File: config.mk
export PLATFORM = sky130hd
export DESIGN_NAME = bool_q1
export DESIGN_NICKNAME = d
export VERILOG_FILES = /design/src/rtl/bool_q1_pkg.sv /design/src/rtl/bool_q1_gates.sv /design/src/rtl/bool_q1.sv
export SDC_FILE = /design/constraint.sdc
export NUM_CORES = 1
export LEC_CHECK = 0
export ABC_AREA = 1
export CAP_MARGIN = 20
export CORE_AREA = 4 4 41 43
export DETAILED_ROUTE_END_ITERATION = 7
export DIE_AREA = 0 0 45 47
export GPL_TIMING_DRIVEN = 0
export PLACE_DENSITY = 0.71
export SLEW_MARGIN = 40
export SYNTH_ARGS = -nofsm -noshare
export SYNTH_HDL_FRONTEND = slang
export SYNTH_SLANG_ARGS = --single-unit
File: constraint.sdc
create_clock -name clk -period 1.5 [get_ports clk]
set_clock_uncertainty 0.15 [all_clocks]
set_input_delay 0.225 -clock clk [delete_from_list [all_inputs] [get_ports clk]]
set_output_delay 0.225 -clock clk [all_outputs]
set_load 0.02 [all_outputs]
File: src/rtl/bool_q1_pkg.sv
// Shared definitions for bool_q1: the reference truth table of F = A ? B : C,
// the default evaluation-counter width, and a type/helper for the three
// captured forms of F.
package bool_q1_pkg;

  // Bit index {a,b,c} selects F; 8'hCA is A ? B : C.
  localparam logic [7:0]  F_TRUTH_TABLE = 8'hCA;
  localparam int unsigned CNT_W_DEFAULT = 8;

  // One registered result from each implementation of F.
  typedef struct packed {
    logic f_d;  // dataflow
    logic f_b;  // behavioral
    logic f_s;  // structural
  } f_forms_t;

  // True when the three forms do not all agree.
  function automatic logic forms_disagree(input f_forms_t forms);
    return !((forms.f_d == forms.f_b) && (forms.f_b == forms.f_s));
  endfunction

endpackage

File: src/rtl/bool_q1_gates.sv
// Structural (gate-level) form of F = A·B + A'·C.
// Ports:
//   a, b, c : operands
//   f       : combinational result
module bool_q1_gates
  import bool_q1_pkg::*;
(
  input  logic a,
  input  logic b,
  input  logic c,
  output logic f
);

  logic a_n;
  logic ab;
  logic anc;

  not u_not  (a_n, a);
  and u_and0 (ab, a, b);
  and u_and1 (anc, a_n, c);
  or  u_or   (f, ab, anc);

endmodule

File: src/rtl/bool_q1.sv
// Computes F = A ? B : C three ways (dataflow, behavioral, gate netlist),
// registers all three with a 1-cycle latency and flags any disagreement.
// Ports:
//   clk, rst        : clock, synchronous active-high reset
//   in_valid, a,b,c : operands, accepted when in_valid is high
//   f_d, f_b, f_s   : registered results of the three forms (held when idle)
//   out_valid       : f_* were updated on the last edge
//   mismatch        : the forms captured on the last edge disagreed
//   mismatch_sticky : a mismatch has been seen since reset
//   eval_count      : accepted evaluations since reset, wrapping
module bool_q1
  import bool_q1_pkg::*;
#(
  parameter int unsigned CNT_W = CNT_W_DEFAULT
) (
  input  logic             clk,
  input  logic             rst,
  input  logic             in_valid,
  input  logic             a,
  input  logic             b,
  input  logic             c,
  output logic             f_d,
  output logic             f_b,
  output logic             f_s,
  output logic             out_valid,
  output logic             mismatch,
  output logic             mismatch_sticky,
  output logic [CNT_W-1:0] eval_count
);

  logic f_d_c;
  logic f_b_c;
  logic f_s_c;

  // Dataflow form.
  assign f_d_c = (a & b) | (~a & c);

  // Behavioral form.
  always_comb begin
    f_b_c = 1'b0;
    if (a) begin
      f_b_c = b;
    end else begin
      f_b_c = c;
    end
  end

  // Structural form.
  bool_q1_gates u_gates (
    .a (a),
    .b (b),
    .c (c),
    .f (f_s_c)
  );

  f_forms_t         forms_d,     forms_q;
  logic             out_valid_d, out_valid_q;
  logic             mismatch_d,  mismatch_q;
  logic             sticky_d,    sticky_q;
  logic [CNT_W-1:0] count_d,     count_q;

  always_comb begin
    forms_d     = forms_q;
    out_valid_d = in_valid;
    mismatch_d  = 1'b0;
    count_d     = count_q;
    if (in_valid) begin
      forms_d.f_d = f_d_c;
      forms_d.f_b = f_b_c;
      forms_d.f_s = f_s_c;
      mismatch_d  = forms_disagree(forms_d);
      count_d     = count_q + CNT_W'(1);
    end
    // Sticky sets in the same cycle mismatch is captured.
    sticky_d = sticky_q | mismatch_d;
  end

  always_ff @(posedge clk) begin
    if (rst) begin
      forms_q     <= '0;
      out_valid_q <= 1'b0;
      mismatch_q  <= 1'b0;
      sticky_q    <= 1'b0;
      count_q     <= '0;
    end else begin
      forms_q     <= forms_d;
      out_valid_q <= out_valid_d;
      mismatch_q  <= mismatch_d;
      sticky_q    <= sticky_d;
      count_q     <= count_d;
    end
  end

  assign f_d             = forms_q.f_d;
  assign f_b             = forms_q.f_b;
  assign f_s             = forms_q.f_s;
  assign out_valid       = out_valid_q;
  assign mismatch        = mismatch_q;
  assign mismatch_sticky = sticky_q;
  assign eval_count      = count_q;

endmodule

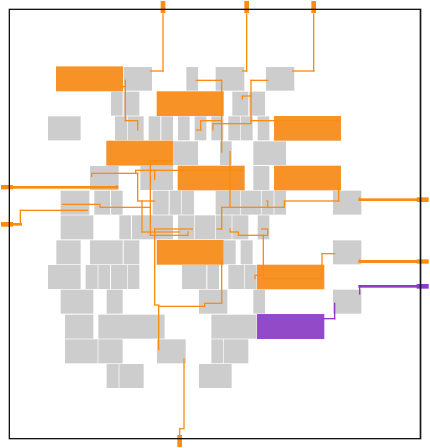
Figure 1: run 1, wires at chosen ports, followed through buffers.
orange -> `eval_count`  # bits 8, direction output, end cells 8, wire 243 um
purple -> `out_valid`  # bits 1, direction output, end cells 1, wire 10.1 um
Port Buffer Count: 17
Ports: 20

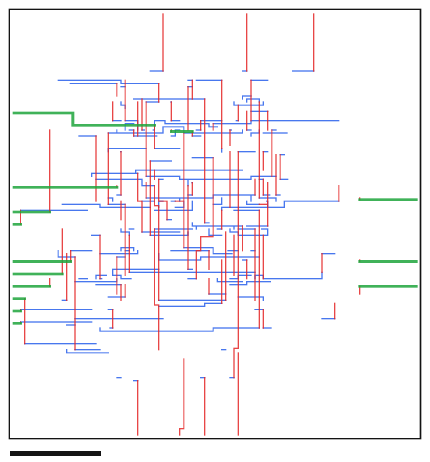
Figure 2: run 1, routed metal, one color a layer.
The bar under the picture is 10 um long.
green -> M3  # wire length 71.5 um
blue -> M1  # wire length 447 um
red -> M2  # wire length 423 um
vias: 439
Routed Wire Length: 941 um
Wirelength per Cell: 9.505 um

==> run_results.csv, run 1 <==
group,metric,value,unit
cts,cts-hold-fix-buffers,0,
final_layout,layout.cell_area.non_filler,675.6,um^2
global_route,groute.layer.met3.usage,3.831,%
final_layout,final_layout_top_logic_cells,"nor2_1, dfxtp_1, dlygate4sd2_1",
global_route,met1_usage,14.94,%
synth,synth_unique_cells,15,
pwr,vdd_ir_drop_max,0.4321,mV
place,routabilityCongestion,0.7382,
pwr,seq_power_share,46.0,%
pwr,finalPower,617.3,uW
synth,yosys-mux-area-fraction,0,%
global_route,gr_usage_total,11.34,%
die,die.size.x,45,um
cts,cts_sinks,10,
sta,fin_crit_sh,95.25,%
place,dpl_worst_slack,-122.9,ps
setup_path,cp.depth,2,
final_layout,layout_top_cell,"nor2_1",
final_layout,nClkBuffers,4,
global_route,maximum_number_of_pins_on_one_net_before_global_route_repair,8,
pwr,netSwitchingPower,152.6,uW
sta,period_needed,1429,ps
synth,yosys_warnings,0,
setup_path,timing.critical_path.buf_inv,2,
setup_path,critPathMaxStageDelay,380,ps
cts,max-clock-path-buffers,2,
cts,post_cts_setup_driven_buffer_insertion_count,0,
hold_path,holdPathEnd,"eval_count[7]$_SDFFE_PP0P_",
die,core,1301,um^2
final_layout,antenna_cells_inserted,0,
pwr,clockPowerShare,39.6,%
synth,yosys_most_used_dff,"dfxtp_1",
global_route,remaining_global_route_overflow,0,
route,antenna_violating_nets_post_route,0,
setup_path,worst_ep_arrival_time,1050,ps
sta,final.hold.worst_slack,364.6,ps
setup_path,critical-path-slowest-cell,"dfxtp_1",
die,nWellTaps,15,
final_layout,logic_area,206.4,um^2
hold_path,holdCritStartpoint,"eval_count[7]$_SDFFE_PP0P_",
setup_path,timing.critical_path.max_delay_family,"buffers and inverters",
route,detail_route.wirelength.met1,447,um
setup_path,worstSetupStartpointType,"flop",
place,dpl_cell_area,651.9,um^2
synth,simple_gate_share,31.06,%
setup_path,critical_path_cell_list,"buf_4, clkdlybuf4s15_1",
final_layout,largest_register_ff_count,8,
setup_path,worst_setup_ep_type,"output pin",
die,die-height,47,um
sta,setup_ws_final,71.32,ps
route,detail_route.first_pass.iterations,4,
final_layout,finalNonFillerCells,99,
final_layout,filler_cell_count,143,
cts,ctsResizeCount,12,
synth,synth-edff-count,0,
cts,cts-buffers-inserted,3,
sta,rsz0062_at_grt,"no",
die,design.die.area,2115,um^2
setup_path,r2r_setup_slack,220,ps
pwr,p_comb,89.2,uW
setup_path,critical_path.endpoint,"f_s",
die,placement_rows,13,
pwr,netSwitchingFraction,24.72,%
final_layout,layout.cells.largest_class,"logic gates",
pwr,p_leak,0.3350,nW
synth,common_cells,"nor2_1, dfxtp_1, nand2_1, inv_1, a21oi_1",
route,drt-initial-drc-count,6,
status,outcome,"completed",
synth,top_cells_by_area,"dfxtp_1, nor2_1, buf_4",
final_layout,final_net_count,92,
global_route,antenna_found_initial,0,
synth,synth_area_per_cell,7.406,um^2
pwr,top_power_group,"sequential cells",
global_route,globalRouteMet2Util,16.67,%
die,core_util_floorplan,35.29,%
setup_path,worst_r2r_path_depth,6,
final_layout,comb_area_share,30.56,%
setup_path,critPathRequiredTime,1120,ps
synth,most_common_cell,"nor2_1",
route,route.met3.wl,71,um
hold_path,hold_class,"flop to flop",
synth,yosysTopAreaCell,"dfxtp_1",
route,via_per_inst,4.434,
final_layout,inverters_excl_clock,7,
final_layout,fraction_of_layout_cells_with_a_size_suffix_above_1,14.29,%
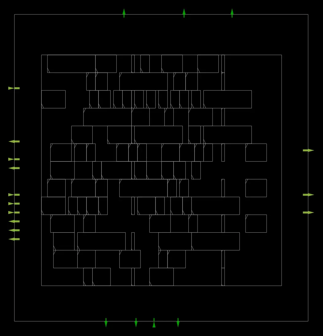
Figure 3: run 1, placed standard cells.
flop count: 10
final cell utilization of the core: 51.92%

==> run 2: changes to the inputs <==
- CORE_AREA: 4 4 41 43 -> 3 3 40 42
- DIE_AREA: 0 0 45 47 -> 0 0 43 45
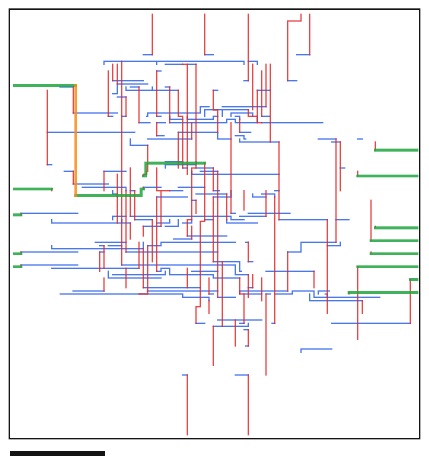
Figure 4: run 2, routed metal, one color a layer.
The bar under the picture is 10 um long.
red -> M2  # wire length 421 um
blue -> M1  # wire length 449 um
orange -> M4  # wire length 11.6 um
green -> M3  # wire length 66.7 um
vias: 443
Routed Wire Length: 948 um

==> run_results.csv, run 2 <==
group,metric,value,unit
status,outcome,"completed",
cts,max-clock-path-buffers,2,
global_route,maximum_number_of_pins_on_one_net_before_global_route_repair,8,
global_route,globalRouteMet2Util,15.57,%
route,wirelength_per_cell,9.576,um
pwr,p_comb,90.4,uW
final_layout,layout.cell_area.non_filler,675.6,um^2
setup_path,critical_path.endpoint,"f_d",
setup_path,worst_r2r_path_depth,6,
pwr,p_leak,0.3350,nW
die,die.size.x,43,um
final_layout,filler_cell_count,138,
setup_path,worst_setup_ep_type,"output pin",
sta,fin_crit_sh,94.62,%
sta,period_needed,1419,ps
setup_path,critPathMaxStageDelay,370,ps
route,route.met3.wl,66,um
route,detail_route.wirelength.met1,448,um
cts,post_cts_setup_driven_buffer_insertion_count,0,
synth,synth_area_per_cell,7.406,um^2
sta,rsz0062_at_grt,"no",
synth,top_cells_by_area,"dfxtp_1, nor2_1, buf_4",
setup_path,worst_ep_arrival_time,1040,ps
place,routabilityCongestion,0.7474,
pwr,finalPower,616.0,uW
die,core,1285,um^2
setup_path,cp.depth,2,
die,nWellTaps,15,
hold_path,hold_class,"flop to flop",
final_layout,final_layout_top_logic_cells,"nor2_1, dfxtp_1, dlygate4sd2_1",
pwr,seq_power_share,46.0,%
setup_path,critical-path-slowest-cell,"dfxtp_1",
route,via_per_inst,4.475,
synth,common_cells,"nor2_1, dfxtp_1, nand2_1, inv_1, a21oi_1",
final_layout,numSequentialCells,10,
route,antenna_violating_nets_post_route,0,
die,design.die.area,1935,um^2
pwr,netSwitchingPower,150.5,uW
final_layout,fraction_of_layout_cells_with_a_size_suffix_above_1,14.29,%
synth,yosys_warnings,0,
final_layout,layout.cells.largest_class,"logic gates",
final_layout,final_net_count,92,
synth,yosys-mux-area-fraction,0,%
synth,yosysTopAreaCell,"dfxtp_1",
final_layout,antenna_cells_inserted,0,
setup_path,timing.critical_path.buf_inv,2,
==> run 3: changes to the inputs <==
- ABC_AREA: 1 -> default
- CAP_MARGIN: 20 -> default
- PLACE_DENSITY: 0.71 -> 0.7
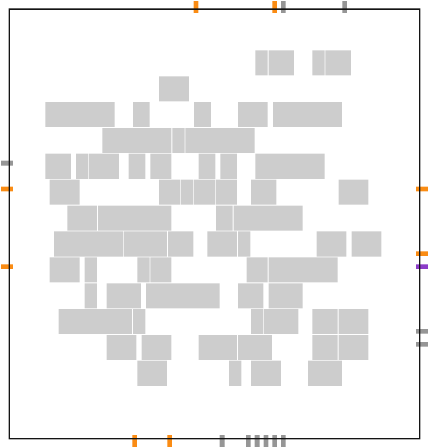
Figure 5: run 3, I/O pins on the die edge.
Pins as bars across the die edge, other pins in gray.
purple -> `out_valid`  # pins 1, direction output, edge right
orange -> `eval_count`  # pins 8, direction output, edge 2 bottom, 2 left, 2 right, 2 top

==> run_results.csv, run 3 <==
group,metric,value,unit
setup_path,critical_path_cell_list,"buf_4, dlygate4sd2_1",
final_layout,layout_top_cell,"dlygate4sd2_1",
final_layout,fraction_of_layout_cells_with_a_size_suffix_above_1,16.67,%
route,route.final.wire_length,827,um
die,pin_count,20,
global_route,groute.layer.met3.usage,5.976,%
final_layout,layout.cell_area.non_filler,629.4,um^2
synth,yosys-mux-area-fraction,4.482,%
sta,final.hold.worst_slack,42.83,ps
route,via_per_inst,4.691,
route,route.vias.total,380,
setup_path,worst_r2r_path_depth,4,
final_layout,filler_cell_count,133,
setup_path,critPathRequiredTime,1120,ps
setup_path,worstSetupStartpointType,"flop",
final_layout,antenna_cells_inserted,0,
synth,most_common_cell,"dfxtp_1",
place,io_buffers,15,
synth,simple_gate_share,20.73,%
final_layout,final_net_count,75,
die,placement_rows,13,
global_route,globalRouteMet2Util,15.87,%
setup_path,cp.depth,2,
die,core_util_floorplan,34.76,%
synth,yosys_warnings,0,
die,die-height,45,um
sta,setup_ws_final,70.22,ps
synth,top_cells_by_area,"dfxtp_1, buf_4, xor2_1",
global_route,met1_usage,11.22,%
final_layout,inverters_excl_clock,0,
cts,cts-hold-fix-buffers,0,
die,design.die.area,1935,um^2
pwr,vdd_ir_drop_max,0.4797,mV
setup_path,timing.critical_path.buf_inv,2,
status,outcome,"completed",
hold_path,holdCritStartpoint,"in_valid",
pwr,netSwitchingFraction,24.64,%
No activity file was given, so power comes from the tool's default toggle rates.
